==> config.mk <==
export PLATFORM = sky130hd
export DESIGN_NAME = sipo_deserializer_flat
export DESIGN_NICKNAME = d
export VERILOG_FILES = /design/src/rtl/sipo_deserializer_if.sv /design/src/rtl/sipo_deserializer.sv /design/src/flat_wrapper.sv
export SDC_FILE = /design/constraint.sdc
export NUM_CORES = 1
export LEC_CHECK = 0
export CAP_MARGIN = 20
export CORE_ASPECT_RATIO = 1.5
export CORE_UTILIZATION = 40
export CTS_CLUSTER_SIZE = 10
export DETAILED_ROUTE_END_ITERATION = 7
export PLACE_DENSITY = 0.65
export SLEW_MARGIN = 20
export SYNTH_ARGS = -nofsm -noshare
export SYNTH_HDL_FRONTEND = slang
export SYNTH_SLANG_ARGS = --single-unit
==> constraint.sdc <==
create_clock -name clk -period 1.43 [get_ports clk]
set_input_delay 0.429 -clock clk [delete_from_list [all_inputs] [get_ports clk]]
set_output_delay 0.429 -clock clk [all_outputs]
set_load 0.02 [all_outputs]
==> src/rtl/sipo_deserializer_if.sv <==
// Bundle of the deserializer's serial-side inputs and parallel-side outputs.
// Optional macro PARITY_CHECK_EN adds the parity_err output.
// master: the serial source / consumer side; slave: the deserializer.
interface sipo_deserializer_if #(
    parameter int WIDTH = 8
);
    logic             start;
    logic             sin_valid;
    logic             sin;
    logic [WIDTH-1:0] pout;
    logic             pout_valid;
    logic             busy;
    logic             overrun;
`ifdef PARITY_CHECK_EN
    logic             parity_err;
`endif

    modport master (
        output start, sin_valid, sin,
        input  pout, pout_valid, busy, overrun
`ifdef PARITY_CHECK_EN
        , input parity_err
`endif
    );

    modport slave (
        input  start, sin_valid, sin,
        output pout, pout_valid, busy, overrun
`ifdef PARITY_CHECK_EN
        , output parity_err
`endif
    );
endinterface

==> src/rtl/sipo_deserializer.sv <==
// Serial-in parallel-out deserializer feeding a d_latch capture bank.
// pout is registered and held; pout_valid is a one-cycle latch enable.
// Optional macro PARITY_CHECK_EN: one extra even-parity bit per frame,
// reported on parity_err. The interface WIDTH must match this WIDTH.
module sipo_deserializer #(
    parameter int WIDTH     = 8,
    parameter int MSB_FIRST = 1
) (
    input logic                 clk,
    input logic                 rst_n,
    sipo_deserializer_if.slave  sif
);
    localparam int             CW   = (WIDTH > 2) ? $clog2(WIDTH) : 1;
    localparam logic [CW-1:0]  LAST = CW'(WIDTH - 1);

`ifdef PARITY_CHECK_EN
    typedef enum logic [1:0] {IDLE, SHIFT, PARITY} state_t;
`else
    typedef enum logic {IDLE, SHIFT} state_t;
`endif

    state_t           state_q;
    logic [CW-1:0]    count_q;
    logic [WIDTH-1:0] shift_q;
    logic [WIDTH-1:0] pout_q;
    logic             pout_valid_q;
    logic             busy_q;
    logic             overrun_q;
`ifdef PARITY_CHECK_EN
    logic             parity_err_q;
`endif

    logic [WIDTH-1:0] shift_d;
    logic [WIDTH-1:0] word_d;
    logic             fin;

    // Next shift value, completed word and frame-completion condition.
    always_comb begin
        shift_d = (MSB_FIRST != 0) ? {shift_q[WIDTH-2:0], sif.sin}
                                   : {sif.sin, shift_q[WIDTH-1:1]};
`ifdef PARITY_CHECK_EN
        word_d  = shift_q;
        fin     = (state_q == PARITY) && sif.sin_valid;
`else
        word_d  = shift_d;
        fin     = (state_q == SHIFT) && sif.sin_valid && (count_q == LAST);
`endif
    end

    // Frame FSM with registered outputs; completion beats a same-cycle start.
    always_ff @(posedge clk) begin
        if (!rst_n) begin
            state_q      <= IDLE;
            count_q      <= '0;
            shift_q      <= '0;
            pout_q       <= '0;
            pout_valid_q <= 1'b0;
            busy_q       <= 1'b0;
            overrun_q    <= 1'b0;
`ifdef PARITY_CHECK_EN
            parity_err_q <= 1'b0;
`endif
        end else begin
            pout_valid_q <= 1'b0;
            case (state_q)
                IDLE: begin
                    if (sif.start) begin
                        state_q <= SHIFT;
                        busy_q  <= 1'b1;
                        count_q <= '0;
                        shift_q <= '0;
                    end
                end
                default: begin
                    if (fin) begin
                        pout_q       <= word_d;
                        pout_valid_q <= 1'b1;
`ifdef PARITY_CHECK_EN
                        parity_err_q <= (^shift_q) ^ sif.sin;
`endif
                        count_q      <= '0;
                        shift_q      <= '0;
                        if (sif.start) begin
                            state_q <= SHIFT;
                            busy_q  <= 1'b1;
                        end else begin
                            state_q <= IDLE;
                            busy_q  <= 1'b0;
                        end
                    end else if (sif.start) begin
                        overrun_q <= 1'b1;
                        count_q   <= '0;
                        shift_q   <= '0;
                        state_q   <= SHIFT;
                    end else if (sif.sin_valid) begin
                        shift_q <= shift_d;
`ifdef PARITY_CHECK_EN
                        if (count_q == LAST) begin
                            count_q <= '0;
                            state_q <= PARITY;
                        end else begin
                            count_q <= count_q + CW'(1);
                        end
`else
                        count_q <= count_q + CW'(1);
`endif
                    end
                end
            endcase
        end
    end

    assign sif.pout       = pout_q;
    assign sif.pout_valid = pout_valid_q;
    assign sif.busy       = busy_q;
    assign sif.overrun    = overrun_q;
`ifdef PARITY_CHECK_EN
    assign sif.parity_err = parity_err_q;
`endif
endmodule

==> src/flat_wrapper.sv <==
// flat-port wrapper written by rule: the top's interface ports become plain ports
module sipo_deserializer_flat 
#(
    parameter int WIDTH     = 8,
    parameter int MSB_FIRST = 1
)
  (clk, rst_n, sif_start, sif_sin_valid, sif_sin, sif_pout, sif_pout_valid, sif_busy, sif_overrun);
  sipo_deserializer_if #(.WIDTH(WIDTH)) sif_i ();
  input logic clk;
  input logic rst_n;
  input wire logic [$bits(sif_i.start)-1:0] sif_start;
  input wire logic [$bits(sif_i.sin_valid)-1:0] sif_sin_valid;
  input wire logic [$bits(sif_i.sin)-1:0] sif_sin;
  output wire logic [$bits(sif_i.pout)-1:0] sif_pout;
  output wire logic [$bits(sif_i.pout_valid)-1:0] sif_pout_valid;
  output wire logic [$bits(sif_i.busy)-1:0] sif_busy;
  output wire logic [$bits(sif_i.overrun)-1:0] sif_overrun;
  assign sif_i.start = sif_start;
  assign sif_i.sin_valid = sif_sin_valid;
  assign sif_i.sin = sif_sin;
  assign sif_pout = sif_i.pout;
  assign sif_pout_valid = sif_i.pout_valid;
  assign sif_busy = sif_i.busy;
  assign sif_overrun = sif_i.overrun;
  sipo_deserializer #(.WIDTH(WIDTH), .MSB_FIRST(MSB_FIRST)) u_core (.clk(clk), .rst_n(rst_n), .sif(sif_i));
endmodule
==> qor.log, run 1 <==
[run_status] status finished clean
[clocking] CTS tree yes
[floorplan] Row Count 19
[yosys] proportion of synthesized chip area in sequential cells 0.5317
[yosys] share of the synthesized area in the top cell type 0.5317
[job] count of warning messages emitted by the tools 26
[route] # DRC 0
[yosys] Dominant flop cell sky130_fd_sc_hd__dfxtp_1
[yosys] yosys stat cell total 83
[place] RePlAce Congestion 0.6481
[yosys] Syn Area/Cell 9.979 µm²
[route] vias per cell 5.130
[place] number of I/O port buffers 15
[clocking] post-CTS setup repair buffer count 0
[worst_setup_path] cell class contributing the biggest share of worst-path delay flip-flops
[final_timing] Fin. Hold Viols 0
[worst_setup_path] CP max-delay cell sky130_fd_sc_hd__dfxtp_1
[final_timing] worst slew margin relative to its limit 0.8326
[worst_setup_path] worst path bufs/invs 1
[cells_and_area] filler instances 180
[cells_and_area] share of layout cells above drive strength 1 0.1471
[clocking] post-cts hold buffer count 0
[final_timing] worst-margin pin slew 250.5 ps
[worst_setup_path] Crit Reg-Reg Endpoint u_core.shift_q[3]$_SDFFE_PN0P_
[worst_setup_path] startpoint of the worst-slack reg-to-reg timing path u_core.count_q[0]$_SDFFE_PN0P_
[floorplan] I/O pin count 16
[route] number of vias after detailed routing 631
[global_route] Most Crowded Layer GR met2
[yosys] post-synth net total 90
[final_timing] Total Negative Setup Slacks 0 ps
[cells_and_area] most used cells in the layout excluding fill and tap cells 21 x sky130_fd_sc_hd__nand2_1, 21 x sky130_fd_sc_hd__dfxtp_1, 10 x sky130_fd_sc_hd__o22ai_1, 8 x sky130_fd_sc_hd__mux2i_1, 6 x sky130_fd_sc_hd__clkdlybuf4s15_1
[worst_setup_path] Critical Path End Type output port
[worst_setup_path] stage delay of the slowest cell on the critical path 360 ps
[clocking] Worst-path clk slew 110 ps
[yosys] share of synthesized registers carrying an async set or reset 0
[route] detail-routed net length per standard cell 11.52 µm
[yosys] prevailing logic family in the synthesized netlist simple AND/OR/NAND/NOR gates
[yosys] count of flip-flops with a built-in enable after synthesis 0
[yosys] synthesis warning total 0
[clocking] clk ins delay skew pair 290 ps
[worst_setup_path] path type of the worst setup path flop to output port
[cells_and_area] Final nets 110
[yosys] adder-cell share of the synthesized area 0.03021
[worst_setup_path] r2r worst-path depth 5
[job] number of violations of the max-capacitance limit 0
[hold_path] class of the worst hold path flop to flop
[floorplan] Die Width 39.16 µm
[hold_path] critical hold path startpoint u_core.sif.pout[5]$_SDFFE_PN0P_
[worst_setup_path] critical path cell sequence clkdlybuf4s15_1
[floorplan] Die Span Y 57.73 µm
[route] iteration count of the initial detailed-routing pass 4
[global_route] initial antenna violation count 0
[final_timing] setup repair after global routing missed its margin false
[place] number of instances in the placed design 119
[final_timing] final critical path time including I/O delays and setup 1388 ps
[yosys] synthesized instance count 83
-- run 1: how the worst max path moves through the flow --
stage                                         start                              end  slack (ps)  cells after the start
finish              u_core.sif.pout[0]$_SDFFE_PN0P_                      sif_pout[0]          40                      1
global placement                      sif_sin_valid  u_core.sif.pout[1]$_SDFFE_PN0P_         -80                      4
global route        u_core.sif.pout[2]$_SDFFE_PN0P_                      sif_pout[2]           3                      1
CTS                 u_core.sif.pout[0]$_SDFFE_PN0P_                      sif_pout[0]           3                      1
detailed placement                        sif_start   u_core.count_q[2]$_SDFFE_PN0P_        -100                      4
floorplan            u_core.count_q[0]$_SDFFE_PN0P_   u_core.count_q[2]$_SDFFE_PN0P_         190                      5
-- run 1: through the flow --
stage / power [W] / util / cell area [µm²]
floorplan: 0.0006844 / - / 828.3
global placement: 0.0007244 / 0.5470 / 1027
detailed placement: 0.0007256 / 0.5470 / 1027
CTS: 0.001051 / 0.5596 / 1051
global route: 0.001080 / 0.5576 / 1047
finish: 0.001033 / 0.5576 / 1047
-- run 1: Yosys cell counts (2+ instances only) --
cell and n:
sky130_fd_sc_hd__buf_2 2, sky130_fd_sc_hd__buf_4 2, sky130_fd_sc_hd__buf_6 2, sky130_fd_sc_hd__dfxtp_1 22, sky130_fd_sc_hd__ha_1 2, sky130_fd_sc_hd__inv_1 2, sky130_fd_sc_hd__mux2i_1 8, sky130_fd_sc_hd__nand2_1 21
sky130_fd_sc_hd__o22ai_1 10
-- run 1: cells by family (layout without fill, tap and decap cells) --
group,Yosys count,after routing
flops,22,22
buf+inv,8,27
compound gates,16,16
fa+ha+maj,2,2
simple gates,27,27
mux,8,8
-- run 1: area by class of cell --
cell class,instances,area (µm²),share of cell area
inverters,2,7.507,0.007168
multi-input cells,53,332.8,0.3178
well taps,21,26.28,0.02509
clock buffers,4,36.28,0.03465
flip-flops and latches,22,441.7,0.4217
repair buffers,21,202.7,0.1935
-- run 1: sequential cells by signal, indices dropped and copies added, names as in the netlist --
| register | cells |
|---|---|
| u_core.sif.pout | 8 |
| u_core.state_q | 1 |
| u_core.count_q | 3 |
| u_core.shift_q | 7 |
| u_core.sif.pout_valid | 1 |
| u_core.sif.busy | 1 |
| u_core.sif.overrun | 1 |
-- run 1: power breakdown --
part / internal [W] / total, W / switching [W]
Sequential: 0.000621 / 0.000626 / 0.00000522
Clock: 0.000155 / 0.000326 / 0.000171
Combinational: 0.0000423 / 0.0000817 / 0.0000394
-- run 1: metal layers --
metal / vias to the layer above / part of all wire
met5: - / 0
met1: 294 / 0.45
met2: 10 / 0.50
met3: 2 / 0.037
met4: 0 / 0.012
li1: 325 / -
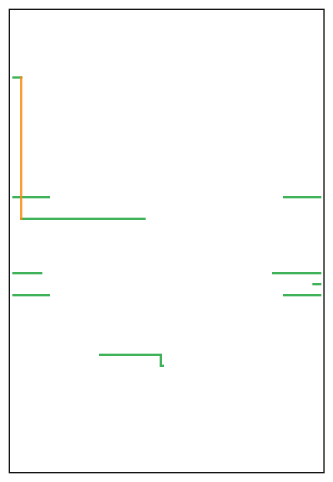
Fig. 1. Metal layers overlaid (run 1).
Scale: 8 px per µm. Only two layers are drawn.
Key: orange = M4 [wire length 17.7 µm]; green = M3 [wire length 53.3 µm]

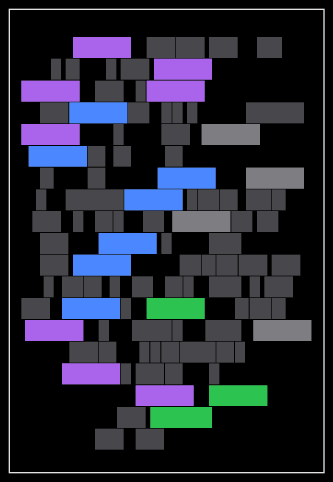
Fig. 2. Register map, names as in the netlist (run 1).
Scale: 8 px per µm. Other sequential cells in the stronger grey, the rest of the logic in the fainter grey.
Key: purple = u_core.sif.pout [placed flops 8]; blue = u_core.shift_q [placed flops 7]; green = u_core.count_q [placed flops 3]
Another 4 sequential cells are not coloured.

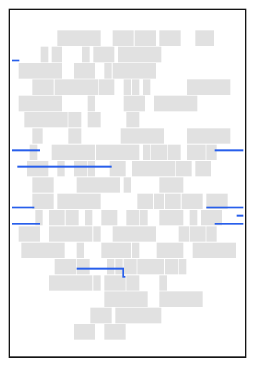
Fig. 3. M3 wires (run 1).
Scale: 6 px per µm.
The layer carries 53.3 µm of wire. The wires run mostly horizontal. The layer holds 3.8% of the routed length.

Fig. 4: run 1, congestion heat map
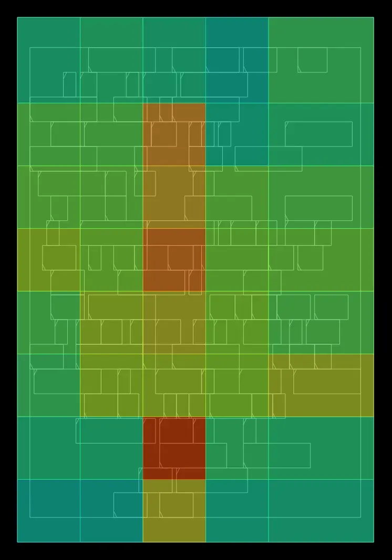

==> run 2: changes to the inputs <==
==> constraint.sdc (replaced) <==
create_clock -name clk -period 1.43 [get_ports clk]
set_input_delay 0.286 -clock clk [delete_from_list [all_inputs] [get_ports clk]]
set_output_delay 0.286 -clock clk [all_outputs]
set_load 0.02 [all_outputs]
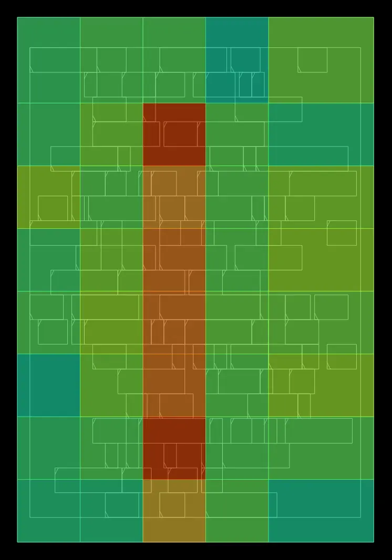
Fig. 5. Congestion heat map (run 2).
fraction of the core area covered by cells at the end of the flow: 0.5703
overall track demand over capacity in global routing: 0.1585
Most Crowded Layer GR: met2
GR Util met2: 0.2595
detail-routed net length per standard cell: 12.45 µm

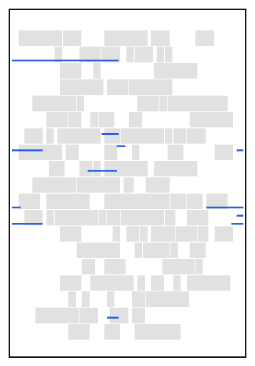
Fig. 6. M3 wires (run 2).
Scale: 6 px per µm.
The wires run mostly horizontal. The longest straight run is 17.5 µm. 10 nets have wire on it.

==> run 2 against run 1 <==
  * Utilization is 1.3 points higher
  * Register-to-register slack better by 20 ps
  * Synthesized area stayed put
  * Synthesized cell count stayed put
  * Worst hold slack worse by 5.1 ps
  * Critical path depth is 4 higher
  * Sequential share of layout area is 0.94 points lower
  * Flip-flop count stayed put
  * Critical endpoint is now u_core.shift_q[1]$_SDFFE_PN0P_
  * Design area is 2.3% higher
  * Clock power is 48% higher
  * First-iteration DRC count is 57% higher
==> qor.log, run 2 <==
[run_status] status finished clean
[yosys] share of synthesized registers carrying an async set or reset 0
[yosys] Syn Area/Cell 9.979 µm²
[clocking] Worst-path clk slew 120 ps
[job] count of warning messages emitted by the tools 26
[yosys] Dominant flop cell sky130_fd_sc_hd__dfxtp_1
[worst_setup_path] critical path cell sequence ha_1, ha_2, nand4bb_4, buf_2, o22ai_1
[worst_setup_path] CP max-delay cell sky130_fd_sc_hd__dfxtp_2
[final_timing] Setup violations, final 0
[worst_setup_path] Critical Path End Type flop
[job] number of violations of the max-capacitance limit 0
[yosys] count of flip-flops with a built-in enable after synthesis 0
[worst_setup_path] path type of the worst setup path flop to flop
[yosys] synthesized instance count 83
[place] number of I/O port buffers 15
[cells_and_area] most used cells in the layout excluding fill and tap cells 21 x sky130_fd_sc_hd__nand2_1, 21 x sky130_fd_sc_hd__dfxtp_1, 11 x sky130_fd_sc_hd__dlygate4sd2_1, 10 x sky130_fd_sc_hd__o22ai_1, 8 x sky130_fd_sc_hd__mux2i_1
[worst_setup_path] top fanout value on the critical path 5
[yosys] synthesized flop and latch total 22
[yosys] share of the synthesized area in the top cell type 0.5317
[route] iteration count of the initial detailed-routing pass 4
[global_route] final global-route overflow total 0
[worst_setup_path] required time at the worst-slack endpoint 1670 ps
[cells_and_area] Non-Filler Instances 122
[clocking] maximum clock path buffer count 2
[final_timing] max-slew violation count 0
[clocking] post-cts hold buffer count 0
[worst_setup_path] stage delay of the slowest cell on the critical path 350 ps
[final_timing] worst-margin pin slew 334.5 ps
[floorplan] Row Count 19
[route] # DRC 0
[yosys] top cell types by occurrence after synthesis 22 x sky130_fd_sc_hd__dfxtp_1, 21 x sky130_fd_sc_hd__nand2_1, 10 x sky130_fd_sc_hd__o22ai_1
[yosys] proportion of synthesized chip area in sequential cells 0.5317
[yosys] yosys stat cell total 83
[place] hpwl dp 975 µm
[yosys] post-synth net total 90
[global_route] vias in the first global route 596
[cells_and_area] Layout Area Growth over Synthesis 29.31%
[route] vias per cell 5.352
[global_route] initial antenna violation count 0
[clocking] CTS tree yes
[hold_path] class of the worst hold path flop to flop
[clocking] clk ins delay skew pair 320 ps
[power_and_ir_drop] maximum resistive drop on vdd 0.8140 mV
[place] RePlAce Congestion 0.6516
[clocking] post-CTS setup repair buffer count 0
[yosys] synthesis warning total 0
[floorplan] Die Span Y 57.73 µm
[yosys] Yosys Chip Area 828.3 µm²
[final_timing] final critical path time including I/O delays and setup 1331 ps
[final_timing] setup repair after global routing missed its margin false
[power_and_ir_drop] total power 0.001186 W
[clocking] Num CTS Buffers 3
[route] number of nets with antenna violations after routing 0
[power_and_ir_drop] total power density per cell area 1108 nW/µm²
[clocking] root buffer cell sky130_fd_sc_hd__clkbuf_4
[cells_and_area] share of layout cells above drive strength 1 0.1188
[global_route] maximum number of pins on one net before global-route repair 19
[final_timing] Max Clock Freq 751.4 MHz
[floorplan] Die Width 39.16 µm
[route] number of design-rule violations left by the first detailed-router iteration 11
[yosys] most frequent cell after synthesis sky130_fd_sc_hd__dfxtp_1
[final_timing] Final Cycle Share 0.9306
[place] number of instances in the placed design 117
[cells_and_area] filler instances 183
[final_timing] post-route worst setup slack 99.20 ps
[cells_and_area] Final nets 109
[floorplan] I/O pin count 16
[place] worst slack, placed -5.002 ps
[clocking] clock tree sinks 22
[final_timing] worst hold slack 463.7 ps
[cells_and_area] area of all placed cells without fillers 1071 µm²
[place] placed instance area 999.7 µm²
[worst_setup_path] Arrival @ worst endpoint 1580 ps
[cells_and_area] number of diodes added for antenna fixing 0
[yosys] Synth area leaders sky130_fd_sc_hd__dfxtp_1 53%, sky130_fd_sc_hd__mux2i_1 9.7%, sky130_fd_sc_hd__nand2_1 9.5%, sky130_fd_sc_hd__o22ai_1 7.6%, sky130_fd_sc_hd__ha_1 3.0%
[final_timing] Fin. Hold Viols 0
[clocking] number of levels in the clock H-tree 1
[final_timing] worst slew margin relative to its limit 0.7770
[power_and_ir_drop] P_leak 0.4986 nW
[route] final wirelength 1.519 mm
[cells_and_area] number of flip-flops under the largest register name 8
[route] number of vias after detailed routing 653
[run 2: cell counts after synthesis]
Identical to the previous run, type by type.
[run 2: timing repair]
item	CTS	global route
resized	11	5
endpoints found under the setup margin	11	9
pin swaps	0	1
endpoints found under the hold margin	0	0
gates cloned	0	1
[run 2: cell type report]
cell class | instances | area, µm² | share of cell area
inverters | 2 | 7.507 | 0.007009
repair buffers | 20 | 191.4 | 0.1787
well taps | 21 | 26.28 | 0.02453
flip-flops and latches | 22 | 441.7 | 0.4124
multi-input cells | 53 | 351.6 | 0.3283
clock buffers | 3 | 22.52 | 0.02103
clock inverters | 1 | 30.03 | 0.02804
[run 2: final timing paths]
check / startpoint / slack (ps) / cells after the start / to
setup / recovery: u_core.count_q[0]$_SDFFE_PN0P_ / 100 / 5 / u_core.shift_q[1]$_SDFFE_PN0P_
hold / removal: u_core.sif.pout[0]$_SDFFE_PN0P_ / 460 / 2 / u_core.sif.pout[0]$_SDFFE_PN0P_
setup reg to reg: u_core.count_q[0]$_SDFFE_PN0P_ / 100 / 5 / u_core.shift_q[1]$_SDFFE_PN0P_
hold reg to reg: u_core.sif.pout[0]$_SDFFE_PN0P_ / 460 / 2 / u_core.sif.pout[0]$_SDFFE_PN0P_
[run 2: metrics by stage]
| stage | utilization | TNS (ps) |
|---|---|---|
| 6_report | 0.5703 | 0 |
| 5_1_grt | 0.5703 | 0 |
| 4_1_cts | 0.5530 | 0 |
| 3_5_place_dp | 0.5323 | -5.002 |
| 3_3_place_gp | 0.5323 | 0 |
| 2_1_floorplan | - | 0 |
[run 2: metal layers]
layer | share of wire | wire (µm) | GRT usage
met5 | 0 | 0 | 0
met3 | 0.031 | 47 | 0.02299
met2 | 0.51 | 776 | 0.2595
met4 | 0.026 | 40 | 0.1034
met1 | 0.43 | 654 | 0.1827
[run 2: critical path: cells and delay by family (launching register included)]
family                   cells  cell delay (ps)
adder cells (fa/ha/maj)      2              380
AND/OR/NAND/NOR              1              210
buffers and inverters        1              170
AND-OR/OR-AND                1              150
flip-flops                   1              350
[run 2: kinds of logic after synthesis]
group,synth area share
AND-OR/OR-AND,0.1284
flip-flops,0.5317
multiplexers,0.09668
AND/OR/NAND/NOR,0.1465
buffers and inverters,0.06646
adder cells (fa/ha/maj),0.03021
[run 2: power breakdown]
group / switching, W / internal, W / total [W]
Combinational: 0.0000395 / 0.0000371 / 0.0000766
Sequential: 0.00000636 / 0.000621 / 0.000627
Clock: 0.000199 / 0.000284 / 0.000483
Total: 0.000245 / 0.000942 / 0.00119
Fig. 7: run 2, metal layers overlaid
Scale: 8 px per µm. Only two layers are drawn.
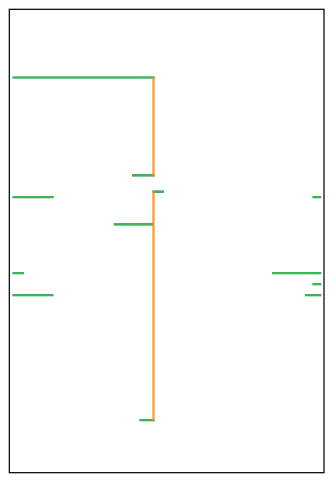

==> run 3: changes to the inputs <==
Settings changed: CTS_BUF_LIST set to sky130_fd_sc_hd__clkbuf_8 sky130_fd_sc_hd__clkbuf_16.
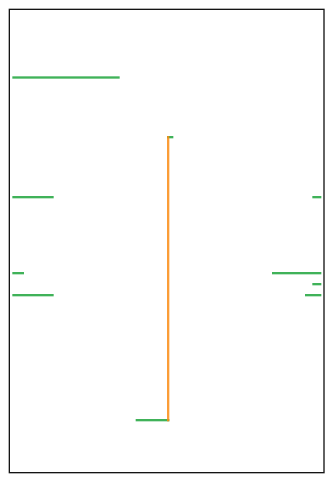
Fig. 8. Metal layers overlaid (run 3).
Scale: 8 px per µm. Only two layers are drawn.
Key: green = M3 [wire length 37.3 µm]; orange = M4 [wire length 35.4 µm]

==> run 3 against run 2 <==
  * Combinational power decreased by 0.5%
  * Register-to-register slack barely moved
  * Via count decreased by 1.1%
  * Clock power is about 20% higher
  * Worst hold slack worse by 6.2 ps
  * Sequential share of layout area fell by 0.78 points
  * Synthesized cell count stayed put
  * Global-route usage did not move
  * Design area is 1.6% higher
  * Fmax rose by 0.17%
  * Count of clock-buffer cells in the layout unchanged
  * Critical path type unchanged
  * Highest routed layer unchanged
  * Critical endpoint unchanged
  * First-iteration DRC count is 18% lower
==> qor.log, run 3 <==
[run_status] status finished clean
[power_and_ir_drop] P_leak 0.5059 nW
[place] RePlAce Congestion 0.6516
[worst_setup_path] internal reg-to-reg setup slack 100 ps
[final_timing] worst hold slack 457.5 ps
[final_timing] Max Clock Freq 752.7 MHz
[cells_and_area] filler instances 180
[final_timing] setup repair after global routing missed its margin false
[yosys] adder-cell share of the synthesized area 0.03021
[cells_and_area] share of layout cells above drive strength 1 0.1089
[final_timing] Fin. Hold Viols 0
[cells_and_area] Layout Area Growth over Synthesis 31.42%
[global_route] vias in the first global route 604
[yosys] synthesis warning total 0
[clocking] number of levels in the clock H-tree 1
[place] worst slack, placed -5.002 ps
[power_and_ir_drop] total power density per cell area 1180 nW/µm²
[clocking] clk ins delay skew pair 270 ps
[yosys] post-synth net total 90
[final_timing] Setup violations, final 0
[route] number of vias after detailed routing 646
[clocking] maximum clock path buffer count 2
[yosys] share of synthesized registers carrying an async set or reset 0
[yosys] share of synthesized area spent on multiplexers 0.09668
[floorplan] Die Span Y 57.73 µm
[global_route] GR Util met2 0.2595
[cells_and_area] Final nets 109
[global_route] final global-route overflow total 0
[clocking] clock tree sinks 22
[global_route] overall track demand over capacity in global routing 0.1585
[job] count of warning messages emitted by the tools 26
[yosys] Simple-Gate Fraction of Synth Area 0.1465
[yosys] synthesized flop and latch total 22
[yosys] top cell types by occurrence after synthesis 22 x sky130_fd_sc_hd__dfxtp_1, 21 x sky130_fd_sc_hd__nand2_1, 10 x sky130_fd_sc_hd__o22ai_1
[yosys] share of the synthesized area in the top cell type 0.5317
[cells_and_area] number of diodes added for antenna fixing 0
[global_route] Most Crowded Layer GR met2
[global_route] met3 routing resource usage after global routing 0.02299
[job] number of violations of the max-capacitance limit 0
[worst_setup_path] Arrival @ worst endpoint 1520 ps
[yosys] synthesized instance count 83
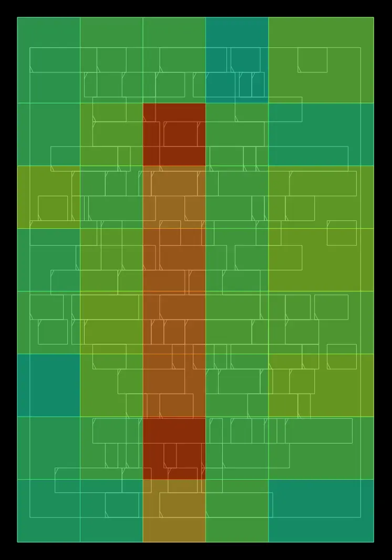
Fig. 9. Congestion heat map (run 3).
detail-routed net length per standard cell: 12.34 µm
fraction of the core area covered by cells at the end of the flow: 0.5796
met1 demand-to-capacity share in global routing: 0.1827

## run 3: cell counts after synthesis
Identical to the previous run, type by type.
## run 3: area by class of cell
type | count | area [µm²] | area share
clock buffers | 3 | 41.29 | 0.03793
clock inverters | 1 | 30.03 | 0.02759
inverters | 2 | 7.507 | 0.006897
multi-input cells | 53 | 351.6 | 0.3230
flip-flops and latches | 22 | 440.4 | 0.4046
well taps | 21 | 26.28 | 0.02414
repair buffers | 20 | 191.4 | 0.1759
## run 3: path summary, 6_finish.rpt
kind                              startpoint                               to
max reg2reg   u_core.count_q[0]$_SDFFE_PN0P_   u_core.shift_q[1]$_SDFFE_PN0P_
min          u_core.sif.pout[0]$_SDFFE_PN0P_  u_core.sif.pout[0]$_SDFFE_PN0P_
max           u_core.count_q[0]$_SDFFE_PN0P_   u_core.shift_q[1]$_SDFFE_PN0P_
min reg2reg  u_core.sif.pout[0]$_SDFFE_PN0P_  u_core.sif.pout[0]$_SDFFE_PN0P_
## run 3: routing by layer
layer | up-vias | routed length [µm]
met2 | 10 | 786
li1 | 325 | -
met5 | - | 0
met1 | 309 | 646
met3 | 2 | 37
met4 | 0 | 35
## run 3: kinds of logic after synthesis
kind of cell / after synthesis
AOI/OAI and AO/OA: 16
DFF: 22
and+or+nand+nor: 27
adders and majority gates: 2
muxes: 8
buffers and inverters: 8
## run 3: timing repair
| action | 4_1_cts | 5_1_grt |
|---|---|---|
| setup endpoints to repair | 11 | 9 |
| endpoints found under the hold margin | 0 | 0 |
| resized | 11 | 4 |
| cloned | 0 | 1 |
| pin swaps | 0 | 1 |
## run 3: through the flow
stage          area [µm²]  TNS [ps]  cells
4_1_cts              1057         0    121
2_1_floorplan       828.3         0     83
3_5_place_dp        999.7    -5.002    117
6_report             1089         0    122
5_1_grt              1089         0    122
3_3_place_gp        999.7         0    117
## run 3: critical path, stage by stage (launching register included)
cell and delay (ps):
sky130_fd_sc_hd__dfxtp_1 330, sky130_fd_sc_hd__ha_1 200, sky130_fd_sc_hd__ha_2 190, sky130_fd_sc_hd__nand4bb_4 210
sky130_fd_sc_hd__buf_2 170, sky130_fd_sc_hd__o22ai_1 150
## run 3: power by group
group	internal, W	leakage, nW	switching (W)
logic	0.0000371	0.292	0.0000391
clock network	0.000374	0.0357	0.000208
registers	0.000620	0.178	0.00000635
total	0.00103	0.506	0.000253
No activity file was given, so power comes from the tool's default toggle rates.
